[src/rtl/tmds_ctrl_if.sv]
// TMDS controller bus: encoder-side inputs and the stage, mux and serializer controls.
interface tmds_ctrl_if;
  logic       en;
  logic       de;
  logic       pre_start;
  logic       D1_load;
  logic       D2_load;
  logic       S1_load;
  logic       L2_load;
  logic       S2_load;
  logic       s_rst;
  logic [1:0] out_sel;
  logic       pre_active;
  logic       SR0_load;
  logic       SR1_load;
  logic       shiftmuxsel;
  logic       err;

  // Timing source / stimulus side
  modport master (
    output en, de, pre_start,
    input  D1_load, D2_load, S1_load, L2_load, S2_load, s_rst, out_sel, pre_active,
    input  SR0_load, SR1_load, shiftmuxsel, err
  );

  // Controller side
  modport slave (
    input  en, de, pre_start,
    output D1_load, D2_load, S1_load, L2_load, S2_load, s_rst, out_sel, pre_active,
    output SR0_load, SR1_load, shiftmuxsel, err
  );
endinterface

[src/rtl/tmds_ctrl.sv]
// TMDS transmit sequencer: de delay line, CTRL/PRE/GUARD/VIDEO output selection,
// ping-pong serializer control. Define TMDS_CTRL_ERR_EN to build the sticky err flag;
// without it err is tied low and the FSM behaves identically.
module tmds_ctrl #(
  parameter int unsigned PRE_LEN   = 8,
  parameter int unsigned GUARD_LEN = 2
) (
  input logic        clk,
  input logic        n_rst,  // active-high asynchronous reset
  tmds_ctrl_if.slave bus
);

  localparam logic [1:0] StCtrl  = 2'd0;
  localparam logic [1:0] StPre   = 2'd1;
  localparam logic [1:0] StGuard = 2'd2;
  localparam logic [1:0] StVideo = 2'd3;

  localparam logic [3:0] PreLast   = 4'(PRE_LEN - 1);
  localparam logic [3:0] GuardLast = 4'(GUARD_LEN - 1);

  logic [1:0] r_state, w_state_d, w_state_eff;
  logic [3:0] r_cnt, w_cnt_d;
  logic [5:1] r_tap;  // r_tap[n] = de from n enabled cycles ago
  logic       r_phase;
  logic       r_smux;
  logic       w_err_set;

  assign bus.D1_load     = bus.en;
  assign bus.D2_load     = bus.en;
  assign bus.S1_load     = bus.en;
  assign bus.L2_load     = bus.en;
  assign bus.S2_load     = bus.en;
  assign bus.s_rst       = bus.en & ~r_tap[3];
  assign bus.SR0_load    = bus.en & ~r_phase;
  assign bus.SR1_load    = bus.en & r_phase;
  assign bus.shiftmuxsel = r_smux;

  // VIDEO whose tap5 has dropped is already a blanking word, so it acts as CTRL this cycle
  assign w_state_eff = (r_state == StVideo && !r_tap[5]) ? StCtrl : r_state;

  // Output mux select and preamble flag from the effective state
  always_comb begin
    bus.out_sel    = 2'b01;
    bus.pre_active = 1'b0;
    case (w_state_eff)
      StPre:   bus.pre_active = 1'b1;
      StGuard: bus.out_sel    = 2'b10;
      StVideo: bus.out_sel    = 2'b00;
      default: bus.out_sel    = 2'b01;
    endcase
  end

  // Next state; tap4 is the value tap5 takes on the next enabled cycle
  always_comb begin
    w_state_d = r_state;
    w_cnt_d   = r_cnt;
    w_err_set = 1'b0;
    if (bus.en) begin
      w_state_d = w_state_eff;
      case (w_state_eff)
        StCtrl: begin
          if (bus.pre_start) begin
            w_state_d = StPre;
            w_cnt_d   = 4'd0;
          end else if (r_tap[4] && !r_tap[5]) begin
            w_state_d = StVideo;
            w_err_set = 1'b1;
          end
        end
        StPre: begin
          w_err_set = bus.pre_start;
          if (r_cnt == PreLast) begin
            w_state_d = StGuard;
            w_cnt_d   = 4'd0;
          end else begin
            w_cnt_d = r_cnt + 4'd1;
          end
        end
        StGuard: begin
          w_err_set = bus.pre_start;
          if (r_cnt == GuardLast) begin
            w_cnt_d = 4'd0;
            if (r_tap[4]) begin
              w_state_d = StVideo;
            end else begin
              w_state_d = StCtrl;
              w_err_set = 1'b1;
            end
          end else begin
            w_cnt_d = r_cnt + 4'd1;
          end
        end
        default: w_err_set = bus.pre_start;
      endcase
    end
  end

  // FSM state and counter
  always_ff @(posedge clk or posedge n_rst) begin
    if (n_rst) begin
      r_state <= StCtrl;
      r_cnt   <= 4'd0;
    end else begin
      r_state <= w_state_d;
      r_cnt   <= w_cnt_d;
    end
  end

  // de delay line and serializer ping-pong phase, advancing only on enabled cycles
  always_ff @(posedge clk or posedge n_rst) begin
    if (n_rst) begin
      r_tap   <= 5'd0;
      r_phase <= 1'b0;
      r_smux  <= 1'b0;
    end else if (bus.en) begin
      r_tap   <= {r_tap[4:1], bus.de};
      r_phase <= ~r_phase;
      r_smux  <= r_phase;
    end
  end

`ifdef TMDS_CTRL_ERR_EN
  logic r_err;

  // Sticky sequencing error, cleared only by reset
  always_ff @(posedge clk or posedge n_rst) begin
    if (n_rst) begin
      r_err <= 1'b0;
    end else if (w_err_set) begin
      r_err <= 1'b1;
    end
  end

  assign bus.err = r_err;
`else
  logic w_unused_err_set;
  assign w_unused_err_set = w_err_set;
  assign bus.err          = 1'b0;
`endif

endmodule

[src/flat_wrapper.sv]
// flat-port wrapper written by rule: the top's interface ports become plain ports
module tmds_ctrl_flat 
#(
  parameter int unsigned PRE_LEN   = 8,
  parameter int unsigned GUARD_LEN = 2
)
  (clk, n_rst, bus_en, bus_de, bus_pre_start, bus_D1_load, bus_D2_load, bus_S1_load, bus_L2_load, bus_S2_load, bus_s_rst, bus_out_sel, bus_pre_active, bus_SR0_load, bus_SR1_load, bus_shiftmuxsel, bus_err);
  tmds_ctrl_if bus_i ();
  input logic clk;
  input logic n_rst;
  input wire logic [$bits(bus_i.en)-1:0] bus_en;
  input wire logic [$bits(bus_i.de)-1:0] bus_de;
  input wire logic [$bits(bus_i.pre_start)-1:0] bus_pre_start;
  output wire logic [$bits(bus_i.D1_load)-1:0] bus_D1_load;
  output wire logic [$bits(bus_i.D2_load)-1:0] bus_D2_load;
  output wire logic [$bits(bus_i.S1_load)-1:0] bus_S1_load;
  output wire logic [$bits(bus_i.L2_load)-1:0] bus_L2_load;
  output wire logic [$bits(bus_i.S2_load)-1:0] bus_S2_load;
  output wire logic [$bits(bus_i.s_rst)-1:0] bus_s_rst;
  output wire logic [$bits(bus_i.out_sel)-1:0] bus_out_sel;
  output wire logic [$bits(bus_i.pre_active)-1:0] bus_pre_active;
  output wire logic [$bits(bus_i.SR0_load)-1:0] bus_SR0_load;
  output wire logic [$bits(bus_i.SR1_load)-1:0] bus_SR1_load;
  output wire logic [$bits(bus_i.shiftmuxsel)-1:0] bus_shiftmuxsel;
  output wire logic [$bits(bus_i.err)-1:0] bus_err;
  assign bus_i.en = bus_en;
  assign bus_i.de = bus_de;
  assign bus_i.pre_start = bus_pre_start;
  assign bus_D1_load = bus_i.D1_load;
  assign bus_D2_load = bus_i.D2_load;
  assign bus_S1_load = bus_i.S1_load;
  assign bus_L2_load = bus_i.L2_load;
  assign bus_S2_load = bus_i.S2_load;
  assign bus_s_rst = bus_i.s_rst;
  assign bus_out_sel = bus_i.out_sel;
  assign bus_pre_active = bus_i.pre_active;
  assign bus_SR0_load = bus_i.SR0_load;
  assign bus_SR1_load = bus_i.SR1_load;
  assign bus_shiftmuxsel = bus_i.shiftmuxsel;
  assign bus_err = bus_i.err;
  tmds_ctrl #(.PRE_LEN(PRE_LEN), .GUARD_LEN(GUARD_LEN)) u_core (.clk(clk), .n_rst(n_rst), .bus(bus_i));
endmodule
[config.mk]
export PLATFORM = sky130hd
export DESIGN_NAME = tmds_ctrl_flat
export DESIGN_NICKNAME = d
export VERILOG_FILES = /design/src/rtl/tmds_ctrl_if.sv /design/src/rtl/tmds_ctrl.sv /design/src/flat_wrapper.sv
export SDC_FILE = /design/constraint.sdc
export NUM_CORES = 1
export LEC_CHECK = 0
export CORE_MARGIN = 10
export CORE_UTILIZATION = 35
export DETAILED_ROUTE_END_ITERATION = 7
export PLACE_DENSITY = 0.57
export REMOVE_ABC_BUFFERS = 1
export SLEW_MARGIN = 15
export SYNTH_ARGS = -nofsm -noshare
export SYNTH_HDL_FRONTEND = slang
export SYNTH_SLANG_ARGS = --single-unit
export TNS_END_PERCENT = 20
[constraint.sdc]
create_clock -name clk -period 1.75 [get_ports clk]
set_clock_uncertainty 0.15 [all_clocks]
set_input_delay 0.4375 -clock clk [delete_from_list [all_inputs] [get_ports clk]]
set_output_delay 0.4375 -clock clk [all_outputs]
set_load 0.01 [all_outputs]
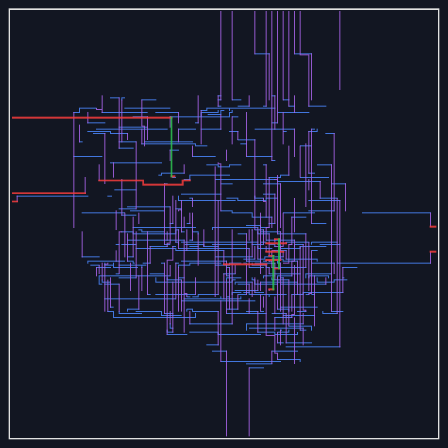
(run_1/wires.png)
| layer | colour | wire length |
|---|---|---|
| metal 1 | blue | 958 um |
| metal 4 | green | 19.7 um |
| metal 2 | purple | 1120 um |
| metal 3 | red | 74.0 um |
Total GRT Usage: 8.94%
wire length per cell: 13.7 um
Vias: 846

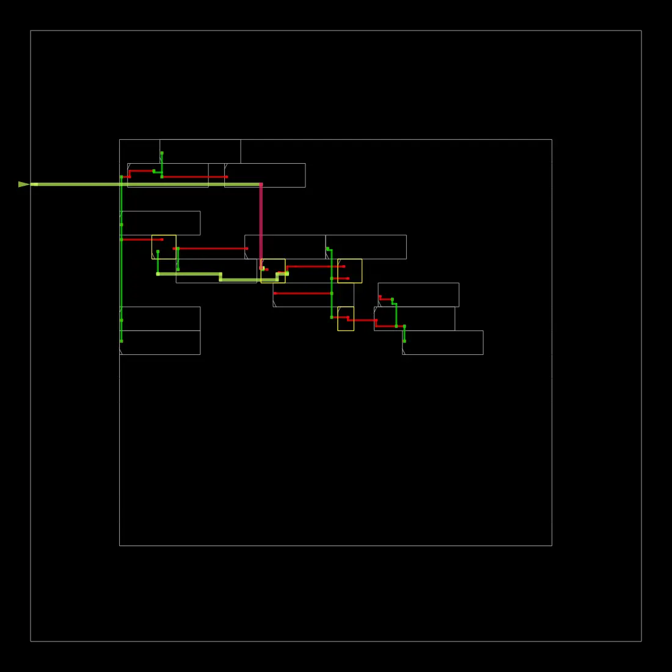
(run_1/clocks.png)
Clock group: 0.000173 W
cts bufs inserted: 3
CTS Sinks: 13
seq_cells: 13

==> metrics.cfg, run 1 <==
[synth]
postSynthAreaPerCell_sq_um = 9.43
top_cells_by_area = dfrtp_1 38%, ha_1 7.3%, mux2_2 6.6%
simple_gate_share_pct = 22.7
enable_flop_cells = 0
syn_area_sq_um = 858
ys_types = 32
yosysTopAreaCellShare_pct = 37.9
adder_share_pct = 7.29
mux_share_pct = 6.56
synth_compound_gate_area_share_pct = 15.3
topCombFamilyByArea = simple AND/OR/NAND/NOR gates
netlist_instances = 91
yosys_warnings = 0
postSynthSeqShare_pct = 37.9
synthArstFlopShare_pct = 100
common_cells = 13 x dfrtp_1, 7 x inv_1, 7 x nor2_1, 6 x buf_4, 6 x nand3_1
ys.flops = 13
most_common_cell = dfrtp_1
ys.flop_type = dfrtp_1
xor_area_share_pct = 1.02
ys_chip_area_sq_um = 858
synthDominantAreaCellType = dfrtp_1
ys_cells = 91

[clock_tree]
cts_buffer_depth = 2
cts_tree = yes
insertion_delay_ps = 270
cts_setup_buffers = 3
post_cts_resize_count = 27
hold_buffers = 0
root_buffer = clkbuf_4
cts_max_level = 1
clk_pin_slew_worst_paths_ps = 80

[routing]
via_per_inst = 5.32
m1WireLength_um = 957
drc = 0
highest-signal-layer = met4
routed_wl_mm = 2.17
drt_iter0_drc = 32
wl_met2_mm = 1.12
drt_pass1_iterations = 4
dr_wl_met3_um = 74
ant_nets = 0

[final_layout]
layout.nonclk_buf_share_pct = 27.9
seq_share_pct = 25.3
buffers = 43
logic_gates = 64
clock_area_share_pct = 2.14
layout_top_cell = buf_4
area_delta_synth_final_pct = 50.0
sh_comb_area_pct = 39.7
drive_gt1_share_pct = 39.7
utilization_pct = 56.6
seq_area_sq_um = 325
largest_reg_flops = 5
clock_buffers = 3
final_cells = 159
largest_cell_class = combinational gates
nNetsFinal = 142
antennaDiodeCount = 0
reg_top3 = u_core.r_tap (5), u_core.r_cnt (4), u_core.r_state (2)
final_cell_mix = 25 x buf_4, 13 x dfrtp_1, 7 x dlygate4sd2_1, 6 x inv_1, 6 x nor2_1
fillCellCount = 204
largest_register = u_core.r_tap
fin_area_sq_um = 1290
n_all_inverters = 7
comb_area_sq_um = 512

[outcome]
outcome = complete, but fails checks
violations = setup timing

[place]
io_buffer_count = 16
hpwl_mm = 1.64
dp_worst_setup_slack_ps = -599
gp_congestion = 0.907
dp_cells = 149
placed_cell_area_sq_um = 1160

[setup_path]
crit_path_frequent_cell = buf_4
max_stage_delay_ps = 410
cp_data_required_time_ps = 1750
cp_top_family = AND-OR/OR-AND gates
path_buffers = 2
endpoint = u_core.r_state[0]
r2r_end = u_core.r_state[0]
r2r-start = u_core.r_state[1]
worstSetupPathDepth = 7
crit_path_end_kind = flip-flop
startpoint = u_core.r_state[1]
critPathMaxFanout = 4
crit_arrival_ps = 1930
reg2reg_depth = 7
slowest_stage = dfrtp_1
reg2reg_setup_slack_ps = -180
cp_cell_sequence = buf_4 -> buf_4 -> ha_4 -> and4bb_2 -> nor3_2 -> a21o_1 -> a221o_1
crit_type = flip-flop to flip-flop
critical_path.startpoint_type = flip-flop

[sta]
max_freq_mhz = 519
rsz0062_at_grt = yes
hold_viol_final = 0
fin_tns_setup_ps = -654
min_period_over_period_pct = 110
setup_viol = 9
whs_ps = 324
timing.final.ws_setup_ps = -178
finalMaxSlewViolations = 0
min_period_ps = 1930

[global_routing]
grt_util_met2_pct = 16.1
overflow = 0
grt_pass1_vias = 836
met1_usage_pct = 10.1
busiest_layer = met2
antenna_found_initial = 0
grt_max_degree = 14
grt_pass1_wl_mm = 3.74
grt.met3_usage_pct = 2.71

[power_and_ir_drop]
power_frac_comb_pct = 67.3
p_switching_w = 0.000762
p_total_w = 0.00197
power_leader = combinational logic
power_per_cell_area_nw_per_um2 = 1530
p_leak_nw = 0.603
power_frac_seq_pct = 23.9
powerSeq_w = 0.000470
p_int_w = 0.00121
vdd.ir_drop.worst_mv = 0.842
clockPowerShare_pct = 8.8
netSwitchingFraction_pct = 38.7
p_comb_w = 0.00132

[floorplanning]
dieArea_sq_um = 4830
io_pins = 18
design.core.area_sq_um = 2280
rows = 17
die_x_um = 69.5
tap_cells = 28
fp_util_pct = 37.7
die_height_um = 69.5

[worst_hold_path]
hold_class = input pin to asynchronous set/reset pin

[flow_run]
warning_count = 30
maxCapViolCount = 0

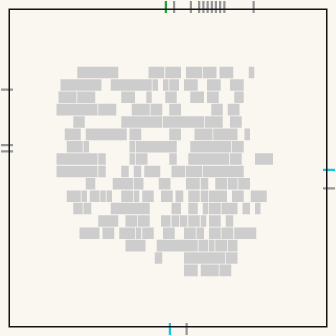
(run_1/io_placement.png)
Pins as bars across the die edge, other pins in grey.
| port | colour | pins | direction | edge |
|---|---|---|---|---|
| bus_out_sel | cyan | 2 | output | 1 right, 1 bottom |
| bus_s_rst | green | 1 | output | top |
all pins by edge: 11 top, 3 left, 2 right, 2 bottom

## Run 2: what changed since run 1
- GPL_TIMING_DRIVEN: default -> 0
- SKIP_LAST_GASP: default -> 1
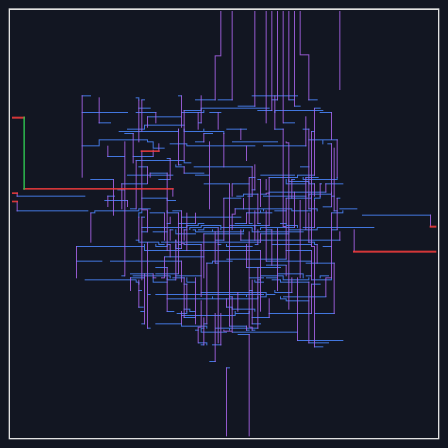
(run_2/wires.png)
| layer | colour | wire length |
|---|---|---|
| metal 3 | red | 44.2 um |
| metal 4 | green | 11.6 um |
| metal 2 | purple | 1010 um |
| metal 1 | blue | 895 um |
wire length per cell: 14.1 um
Vias: 706
Total GRT Usage: 8.16%

==> run 2 against run 1 <==
  * The flow still finishes with violations (setup timing)
  * Non-clock buffer count fell by 20
  * Sequential share of layout area rose by 4.1 points
  * Critical endpoint unchanged
  * Register-to-register slack improved by 80 ps
  * Combinational power fell by 25%
  * Largest power group unchanged
  * Critical path depth did not move
==> metrics.cfg, run 2 <==
[final_layout]
largest_cell_class = combinational gates
final_cells = 139
fin_area_sq_um = 1120
seq_share_pct = 29.4
largest_register = u_core.r_tap
drive_gt1_share_pct = 27.9
layout.nonclk_buf_share_pct = 18.4
final_cell_mix = 11 x dfrtp_1, 9 x clkdlybuf4s50_1, 7 x nor2_1, 6 x buf_4
sh_comb_area_pct = 44.2
layout_top_cell = dfrtp_1

[power_and_ir_drop]
clockPowerShare_pct = 11.3
p_int_w = 0.000971
netSwitchingFraction_pct = 40.5
power_per_cell_area_nw_per_um2 = 1460
p_switching_w = 0.000662
powerSeq_w = 0.000463
power_frac_seq_pct = 28.3

[synth]
simple_gate_share_pct = 22.7
ys_cells = 91
enable_flop_cells = 0
ys_chip_area_sq_um = 858
syn_area_sq_um = 858
common_cells = 13 x dfrtp_1, 7 x inv_1, 7 x nor2_1, 6 x buf_4, 6 x nand3_1
yosysTopAreaCellShare_pct = 37.9
netlist_instances = 91
top_cells_by_area = dfrtp_1 38%, ha_1 7.3%, mux2_2 6.6%
yosys_warnings = 0
postSynthSeqShare_pct = 37.9

[routing]
highest-signal-layer = met4
drt_iter0_drc = 26
routed_wl_mm = 1.96
dr_wl_met3_um = 44

[setup_path]
crit_arrival_ps = 1850
r2r-start = u_core.r_state[1]
critPathMaxFanout = 4
reg2reg_depth = 7
cp_data_required_time_ps = 1750

[place]
dp_cells = 128
placed_cell_area_sq_um = 1000
gp_congestion = 0.808
dp_worst_setup_slack_ps = -1070
io_buffer_count = 16

[outcome]
violations = setup timing
outcome = complete, but fails checks

[sta]
timing.final.ws_setup_ps = -95.6
fin_tns_setup_ps = -275
finalMaxSlewViolations = 0
hold_viol_final = 0
min_period_over_period_pct = 105
rsz0062_at_grt = yes
setup_viol = 3

[floorplanning]
rows = 17
die_x_um = 69.5

[clock_tree]
cts_max_level = 1
clk_pin_slew_worst_paths_ps = 90
hold_buffers = 0
numCtsBuffers = 3
cts_setup_buffers = 5

[global_routing]
grt_pass1_wl_mm = 3.42
grt.met3_usage_pct = 1.43
met1_usage_pct = 9.48

[worst_hold_path]
hold_class = input pin to flip-flop

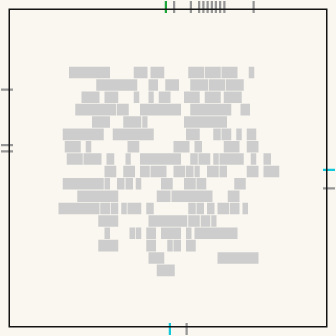
(run_2/io_placement.png)
Pins as bars across the die edge, other pins in grey.
| port | colour | pins | direction | edge |
|---|---|---|---|---|
| bus_out_sel | cyan | 2 | output | 1 right, 1 bottom |
| bus_s_rst | green | 1 | output | top |
all pins by edge: 11 top, 3 left, 2 right, 2 bottom

Power is estimated from default activity; no workload was simulated.
